`src/rtl/ahb_arb4_pkg.sv`:
```
// Shared definitions for the 4-master AHB-lite arbiter: HTRANS codes, FSM states, helpers.
// Optional master-lock support is controlled by the ARB_LOCK_EN macro (see ahb_arb4.sv).
package ahb_arb4_pkg;

    localparam int NUM_MST = 4;

    localparam logic [1:0] HTRANS_IDLE   = 2'b00;
    localparam logic [1:0] HTRANS_BUSY   = 2'b01;
    localparam logic [1:0] HTRANS_NONSEQ = 2'b10;
    localparam logic [1:0] HTRANS_SEQ    = 2'b11;

    typedef enum logic [1:0] {
        ARB_ST_PARK = 2'b00,
        ARB_ST_OWN  = 2'b01,
        ARB_ST_LOCK = 2'b10
    } arb_state_t;

    function automatic logic [NUM_MST-1:0] onehot4(input logic [1:0] idx);
        logic [NUM_MST-1:0] v;
        v      = '0;
        v[idx] = 1'b1;
        return v;
    endfunction

endpackage

```
`src/rtl/ahb_arb4_if.sv`:
```
// Arbiter bus bundle: requests and address-phase status in, mux selects out.
interface ahb_arb4_if;
    import ahb_arb4_pkg::*;

    logic [NUM_MST-1:0] req;
    logic [1:0]         htrans_sel;
    logic               hmastlock_sel;
    logic               hready;
    logic [NUM_MST-1:0] addr_sel;
    logic [NUM_MST-1:0] data_sel;
    logic [1:0]         hmaster;

    // Arbiter side.
    modport slave (
        input  req, htrans_sel, hmastlock_sel, hready,
        output addr_sel, data_sel, hmaster
    );

    // Interconnect / requester side.
    modport master (
        output req, htrans_sel, hmastlock_sel, hready,
        input  addr_sel, data_sel, hmaster
    );

endinterface

```
`src/rtl/ahb_arb4_rr_pick4.sv`:
```
// Combinational round-robin picker: first request after 'last', wrapping mod 4.
module rr_pick4
    import ahb_arb4_pkg::*;
(
    input  logic [NUM_MST-1:0] req,
    input  logic [1:0]         last,
    output logic [NUM_MST-1:0] win_onehot,
    output logic [1:0]         win_idx,
    output logic               any
);

    // rot[k] is the request of master (last + 1 + k) mod 4, so bit 0 has top priority.
    logic [NUM_MST-1:0] rot;
    logic [1:0]         win_off;

    generate
        for (genvar gi = 0; gi < NUM_MST; gi++) begin : g_rot
            assign rot[gi] = req[last + 2'(gi + 1)];
        end
    endgenerate

    always_comb begin
        win_off = 2'd0;
        for (int k = NUM_MST - 1; k >= 0; k--) begin
            if (rot[k]) begin
                win_off = 2'(k);
            end
        end
        any        = |rot;
        win_idx    = last + win_off + 2'd1;
        win_onehot = onehot4(win_idx);
    end

endmodule

```
`src/rtl/ahb_arb4.sv`:
```
// 4-master round-robin AHB-lite arbiter producing address- and data-phase mux selects.
// Define ARB_LOCK_EN to make HMASTLOCK hold the grant until the locked sequence ends.
module ahb_arb4
    import ahb_arb4_pkg::*;
#(
    parameter int unsigned PARK_MST = 0
) (
    input  logic        hclk,
    input  logic        hreset,
    ahb_arb4_if.slave   bus
);

    localparam logic [1:0] PARK_IDX = 2'(PARK_MST);

    arb_state_t         state_reg, state_next;
    logic [NUM_MST-1:0] addr_sel_reg;
    logic [NUM_MST-1:0] data_sel_reg;
    logic [1:0]         hmaster_reg;
    logic [1:0]         last_reg;

    logic [NUM_MST-1:0] win_onehot;
    logic [1:0]         win_idx;
    logic               win_any;
    logic               lock_hold;
    logic               ap;

    rr_pick4 u_pick (
        .req        (bus.req),
        .last       (last_reg),
        .win_onehot (win_onehot),
        .win_idx    (win_idx),
        .any        (win_any)
    );

`ifdef ARB_LOCK_EN
    assign lock_hold = (state_reg == ARB_ST_LOCK) || (bus.hmastlock_sel && bus.hready);
`else
    assign lock_hold = 1'b0;
`endif

    // Re-arbitrate only between transfers or once the owner has dropped its request.
    assign ap = bus.hready && !lock_hold &&
                ((bus.htrans_sel == HTRANS_IDLE) || !bus.req[hmaster_reg]);

    always_comb begin
        state_next = state_reg;
        case (state_reg)
            ARB_ST_PARK: begin
                if (ap && win_any) begin
                    state_next = ARB_ST_OWN;
                end
            end
            ARB_ST_OWN: begin
`ifdef ARB_LOCK_EN
                if (bus.hready && bus.hmastlock_sel) begin
                    state_next = ARB_ST_LOCK;
                end else
`endif
                if (ap && !win_any) begin
                    state_next = ARB_ST_PARK;
                end
            end
            ARB_ST_LOCK: begin
                if (bus.hready && !bus.hmastlock_sel) begin
                    state_next = bus.req[hmaster_reg] ? ARB_ST_OWN : ARB_ST_PARK;
                end
            end
            default: state_next = ARB_ST_PARK;
        endcase
    end

    always_ff @(posedge hclk) begin
        if (hreset) begin
            state_reg    <= ARB_ST_PARK;
            addr_sel_reg <= onehot4(PARK_IDX);
            hmaster_reg  <= PARK_IDX;
            last_reg     <= PARK_IDX - 2'd1;
            data_sel_reg <= '0;
        end else begin
            state_reg <= state_next;
            if (ap && win_any) begin
                addr_sel_reg <= win_onehot;
                hmaster_reg  <= win_idx;
                last_reg     <= win_idx;
            end
            // NONSEQ/SEQ (htrans[1]=1) open a data phase for the current address owner.
            if (bus.hready) begin
                data_sel_reg <= addr_sel_reg & {NUM_MST{bus.htrans_sel[1]}};
            end
        end
    end

    assign bus.addr_sel = addr_sel_reg;
    assign bus.data_sel = data_sel_reg;
    assign bus.hmaster  = hmaster_reg;

endmodule

```
`src/flat_wrapper.sv`:
```
// flat-port wrapper written by rule: the top's interface ports become plain ports
module ahb_arb4_flat import ahb_arb4_pkg::*;
#(
    parameter int unsigned PARK_MST = 0
)
  (hclk, hreset, bus_req, bus_htrans_sel, bus_hmastlock_sel, bus_hready, bus_addr_sel, bus_data_sel, bus_hmaster);
  ahb_arb4_if bus_i ();
  input  logic hclk;
  input  logic hreset;
  input wire logic [$bits(bus_i.req)-1:0] bus_req;
  input wire logic [$bits(bus_i.htrans_sel)-1:0] bus_htrans_sel;
  input wire logic [$bits(bus_i.hmastlock_sel)-1:0] bus_hmastlock_sel;
  input wire logic [$bits(bus_i.hready)-1:0] bus_hready;
  output wire logic [$bits(bus_i.addr_sel)-1:0] bus_addr_sel;
  output wire logic [$bits(bus_i.data_sel)-1:0] bus_data_sel;
  output wire logic [$bits(bus_i.hmaster)-1:0] bus_hmaster;
  assign bus_i.req = bus_req;
  assign bus_i.htrans_sel = bus_htrans_sel;
  assign bus_i.hmastlock_sel = bus_hmastlock_sel;
  assign bus_i.hready = bus_hready;
  assign bus_addr_sel = bus_i.addr_sel;
  assign bus_data_sel = bus_i.data_sel;
  assign bus_hmaster = bus_i.hmaster;
  ahb_arb4 #(.PARK_MST(PARK_MST)) u_core (.hclk(hclk), .hreset(hreset), .bus(bus_i));
endmodule
```
`config.mk`:
```
export PLATFORM = sky130hd
export DESIGN_NAME = ahb_arb4_flat
export DESIGN_NICKNAME = d
export VERILOG_FILES = /design/src/rtl/ahb_arb4_pkg.sv /design/src/rtl/ahb_arb4_if.sv /design/src/rtl/ahb_arb4_rr_pick4.sv /design/src/rtl/ahb_arb4.sv /design/src/flat_wrapper.sv
export SDC_FILE = /design/constraint.sdc
export NUM_CORES = 1
export LEC_CHECK = 0
export ABC_AREA = 0
export CAP_MARGIN = 20
export CORE_AREA = 2 2 45 47
export CTS_CLUSTER_SIZE = 8
export DETAILED_ROUTE_END_ITERATION = 10
export DIE_AREA = 0 0 47 49
export GPL_ROUTABILITY_DRIVEN = 0
export PLACE_DENSITY_LB_ADDON = 0.08
export SETUP_SLACK_MARGIN = 0.4
export SKIP_LAST_GASP = 1
export SYNTH_ARGS = -nofsm -noshare
export SYNTH_HDL_FRONTEND = slang
export SYNTH_SLANG_ARGS = --single-unit
```
`constraint.sdc`:
```
create_clock -name hclk -period 2.2 [get_ports hclk]
set_input_delay 0.22 -clock hclk [delete_from_list [all_inputs] [get_ports hclk]]
set_output_delay 0.22 -clock hclk [all_outputs]
set_load 0.1 [all_outputs]
```
Fig. 1: run 1, placed standard cells
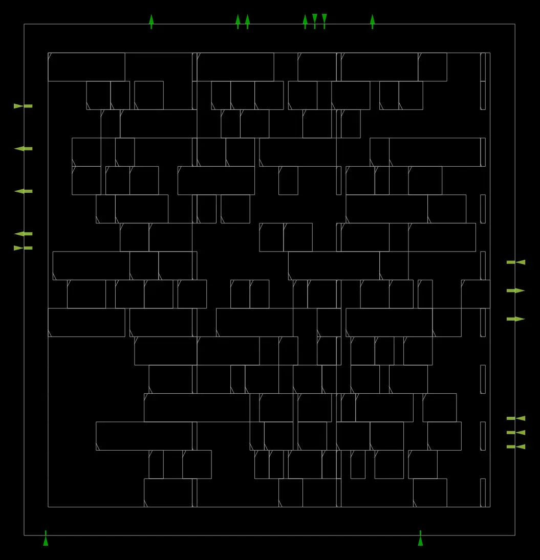
core region area: 0.001842 sq mm
# Taps: 27

Fig. 2: run 1, selected gate families
(10 px per um)
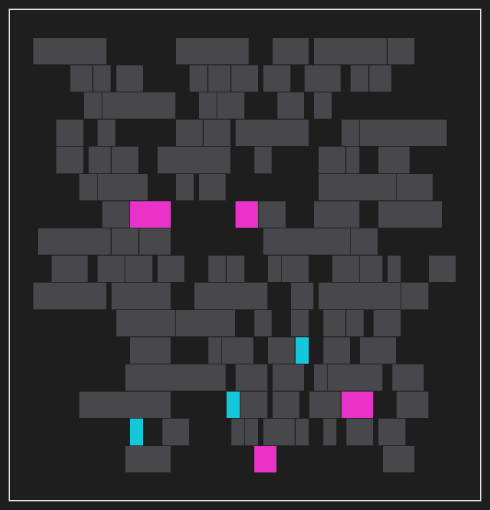
Cyan shows inv cells, cells 3, most used inv_1. Magenta shows and/or cells, cells 4.
logic gate fraction of the total cell area: 45.43%
Post-Layout Cell Count: 137
most numerous logic cell after layout: buf_4

==> results.py, run 1 <==
# Auto-generated metrics
metrics = {
    "setup_path": {
        "reg2regPathDepth": 9,
        "crit_start": "u_core.last_reg[0]$_SDFFE_PP1P_",
        "crit_path_end": "u_core.bus.hmaster[1]$_SDFFE_PP0P_",
        "cp.depth": 9,
        "reg2reg_slack_ns": 0.25,
        "cp_cell_sequence": "or2_4 > mux2_4 > o21ai_2 > a21oi_2 > ha_4 > xnor2_4 > xor2_2 > buf_4 > o31ai_2",
    },
    "clock_network": {
        "cts_setup_buffers": 1,
        "clk_pin_slew_ns": 0.08,
        "root_buffer": "clkbuf_4",
        "hold_buffers": 0,
        "clock-sinks": 12,
    },
    "synth": {
        "xor_share_pct": 3.903,
        "synthAdderAreaFrac_pct": 3.717,
        "ys.warnings.count": 0,
        "yosys-top-cells-area": "dfxtp_1 (36%), a21oi_1 (6.7%), nand3b_1 (5.6%), nor2_1 (3.9%), ha_1 (3.7%)",
        "ys_ff": 12,
        "top_area_cell": "dfxtp_1",
        "synthesis.nets": 92,
        "ys_async_sr_fraction_pct": 0,
        "ys_chip_area_sq_um": 673.1,
        "seq_area_frac_synth_pct": 35.69,
        "muxShareOfSynthArea_pct": 5.019,
        "postSynthAreaPerCell_sq_um": 8.414,
    },
    "global_routing": {
        "antenna_found_initial": 0,
        "use_met3_pct": 4.444,
        "grtUsageMet2_pct": 24.20,
        "grt_util_all_layers_pct": 16.13,
    },
    "power_and_ir_drop": {
        "power_leader": "combinational cells",
        "ir_drop_mv": 0.4886,
        "finalPower_mw": 0.8003,
        "power_density_mw_per_mm2": 749.0,
        "p_leak_nw": 0.4363,
        "p_seq_mw": 0.260,
        "pwr-share-clk_pct": 22.1,
        "combPwrFrac_pct": 45.4,
    },
    "cells_and_area": {
        "antennaDiodeCount": 0,
        "finish.utilization_pct": 58.02,
        "num-nets-final": 123,
    },
    "floorplan": {
        "rows": 16,
        "die-area_sq_mm": 0.002303,
        "die_w_um": 47,
    },
    "min_path": {
        "hold_depth": 2,
        "hold_path_class": "register to register",
    },
    "job": {
        "warning_count": 31,
    },
    "drt": {
        "drc": 0,
        "ant_nets": 0,
        "dr_wl_met2_um": 727,
        "wl_met1_um": 803,
        "wl_per_cell_um": 11.74,
        "wl_met3_um": 77,
        "first_pass_iters": 4,
    },
    "timing": {
        "tightest_slew_ns": 0.4920,
        "max_freq_mhz": 513.5,
    },
    "run_status": {
        "status": "finished, final reports clean",
    },
}
Fig. 3: run 1, nets reached from selected ports
(6 px per um)
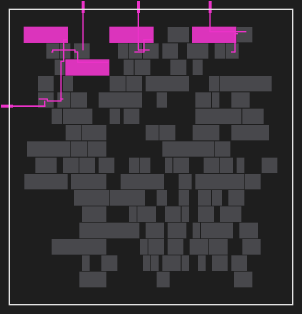
Magenta shows `bus_data_sel`, bits 4, direction output, edge 3 north, 1 west, end cells 4, buffers 4, wire 65.7 um.
I/O Pins: 20
port bufs: 18

Fig. 4: run 1, cells by drive strength
(10 px per um)
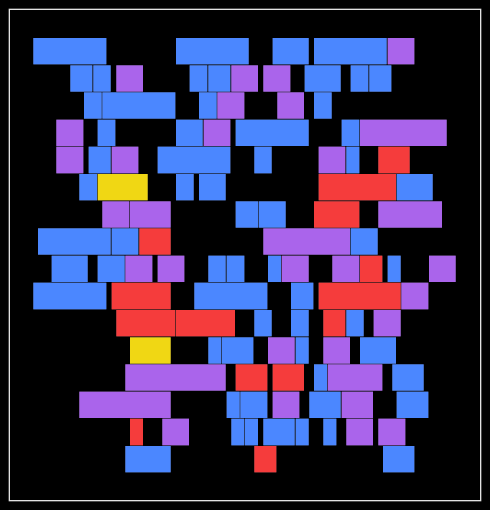
Purple shows x3 and x4, cells 33, most used buf_4. Blue shows x1 and smaller, cells 61, most used dfxtp_1. Red shows x2, cells 14, most used o21ai_2. Yellow shows x6 and larger, cells 2.
Final Cell Area: 0.001069 sq mm
Area Overhead vs Synth: 58.74%
final worst slack: 0.2525 ns

[run 1: stage by stage]
| stage | TNS, ns | setup WS [ns] | area [sq um] | hold WS [ns] |
|---|---|---|---|---|
| after floorplan | 0 | 0.1852 | 708.2 | 0.3094 |
| after global placement | -0.8579 | -0.1737 | 950.9 | 0.4570 |
| after detailed placement | -0.8686 | -0.1743 | 950.9 | 0.4594 |
| after CTS | 0 | 0.2213 | 1064 | 0.4737 |
| after global routing | 0 | 0.1649 | 1069 | 0.4925 |
| final | 0 | 0.2525 | 1069 | 0.4690 |
[run 1: final cells by class]
cell class,count,area [sq um]
sequential,12,249.0
timing repair buffer,31,252.7
fill,186,773.2
clock buffer,4,36.28
multi-input combinational,60,485.5
inverter,3,11.26
tap,27,33.78
Fig. 5: run 1, ports around the boundary
(10 px per um) Pins as bars across the die edge, other pins in gray.
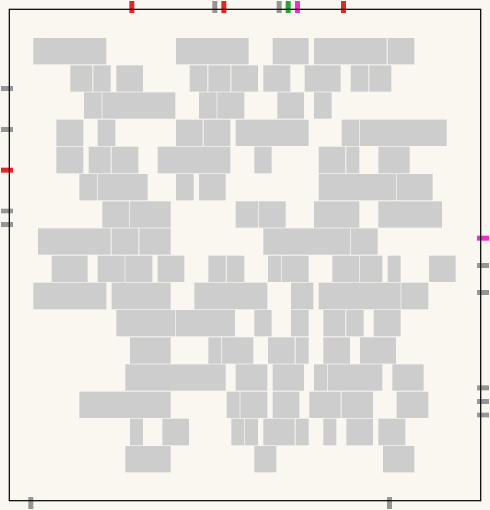

==> run 1 -> run 2 <==
--- a/config.mk
+++ b/config.mk
@@ -13,8 +13,8 @@
 export DIE_AREA = 0 0 47 49
 export GPL_ROUTABILITY_DRIVEN = 0
 export PLACE_DENSITY_LB_ADDON = 0.08
-export SETUP_SLACK_MARGIN = 0.4
 export SKIP_LAST_GASP = 1
+export SLEW_MARGIN = 10
 export SYNTH_ARGS = -nofsm -noshare
 export SYNTH_HDL_FRONTEND = slang
 export SYNTH_SLANG_ARGS = --single-unit
Fig. 6: run 2, ports around the boundary
(10 px per um) Pins as bars across the die edge, other pins in gray.
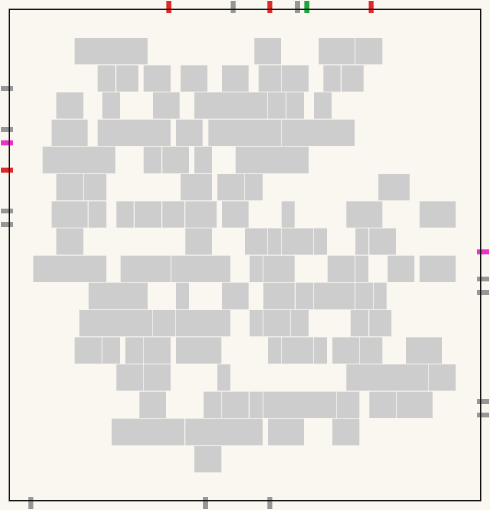
Red shows `bus_data_sel`, pins 4, direction output, edge 3 north, 1 west. Magenta shows `bus_htrans_sel`, pins 2, direction input, edge 1 east, 1 west. Green shows `bus_hready`, pins 1, direction input, edge north.
die span in x: 47 um
Die Span Y: 49 um

Fig. 7: run 2, selected gate families
(10 px per um)
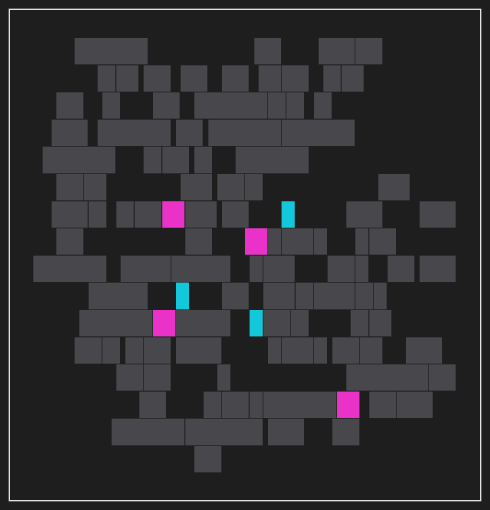
Magenta shows and/or cells, cells 4, most used or2_2, where center. Cyan shows inv cells, cells 3, most used inv_1.
logic gate fraction of the total cell area: 42.56%
Post-Layout Cell Count: 135

==> run 2 against run 1 <==
Against the previous run: sequential cell count is the same; clock skew grew 0.0021 ns; first-iteration DRC count shrank 17%; cell count shrank 1.5%; routed wire length shrank 7.7%; utilization shrank 5.0 points; critical path depth grew 1; combinational power shrank 13%; design area shrank 8.7%; setup slack lost 0.089 ns; largest cell class unchanged.
==> results.py, run 2 <==
# Auto-generated metrics
metrics = {
    "synth": {
        "synthAdderAreaFrac_pct": 3.717,
        "muxShareOfSynthArea_pct": 5.019,
        "ys_ff": 12,
        "ys.warnings.count": 0,
        "top_area_cell": "dfxtp_1",
        "yosys-top-cells-area": "dfxtp_1 (36%), a21oi_1 (6.7%), nand3b_1 (5.6%), nor2_1 (3.9%), ha_1 (3.7%)",
        "synthesis.nets": 92,
    },
    "clock_network": {
        "clk_pin_slew_ns": 0.08,
        "clock-sinks": 12,
        "hold_buffers": 0,
        "cts_setup_buffers": 0,
    },
    "run_status": {
        "status": "finished, final reports clean",
    },
    "floorplan": {
        "die-area_sq_mm": 0.002303,
        "rows": 16,
    },
    "setup_path": {
        "crit_path_end": "u_core.bus.addr_sel[2]$_SDFFE_PP0P_",
        "crit_start": "bus_req[1]",
        "reg2reg_slack_ns": 0.20,
        "reg2regPathDepth": 9,
    },
    "job": {
        "warning_count": 28,
    },
    "timing": {
        "fin_setup_tns_ns": 0,
        "max_freq_mhz": 491.2,
        "hold_ws_ns": 0.4709,
    },
    "drt": {
        "wl_per_cell_um": 10.99,
        "drc": 0,
        "first_pass_iters": 4,
    },
    "power_and_ir_drop": {
        "p_leak_nw": 0.3960,
        "power_density_mw_per_mm2": 768.0,
        "power_leader": "combinational cells",
        "p_seq_mw": 0.255,
        "pwr-share-clk_pct": 23.7,
    },
    "cells_and_area": {
        "flop_area_sq_um": 241.5,
        "num-nets-final": 121,
        "stdcell_area_sq_um": 975.9,
        "area_growth_pct": 44.98,
        "fillers": 190,
        "antennaDiodeCount": 0,
    },
    "placed_design": {
        "numPortBuffers": 18,
        "post_dp_cell_area_sq_um": 915.9,
    },
    "global_routing": {
        "grtUsageMet2_pct": 19.41,
        "grt_util_all_layers_pct": 14.45,
    },
}
==> run 2: repair_timing <==
item,in CTS,in global routing
gates resized,0,6
endpoints found under the setup margin,0,6
endpoints found under the hold margin,0,0
==> run 2: final cells by class <==
cell class              count  share of cell area, %
clock buffers               4                  3.718
inverters                   3                  1.154
multi-input cells          60                  42.56
flip-flops and latches     12                  24.74
well taps                  27                  3.462
repair buffers             29                  24.36
==> run 2: critical path, cell delays in order <==
cell	delay (ns)
clkdlybuf4s50_1	0.41
or2_2	0.29
mux2_2	0.26
o21ai_1	0.14
a21oi_2	0.06
ha_2	0.21
xnor2_2	0.14
xor2_1	0.15
buf_4	0.16
o41ai_2	0.18
Power and IR drop assume default switching activity.
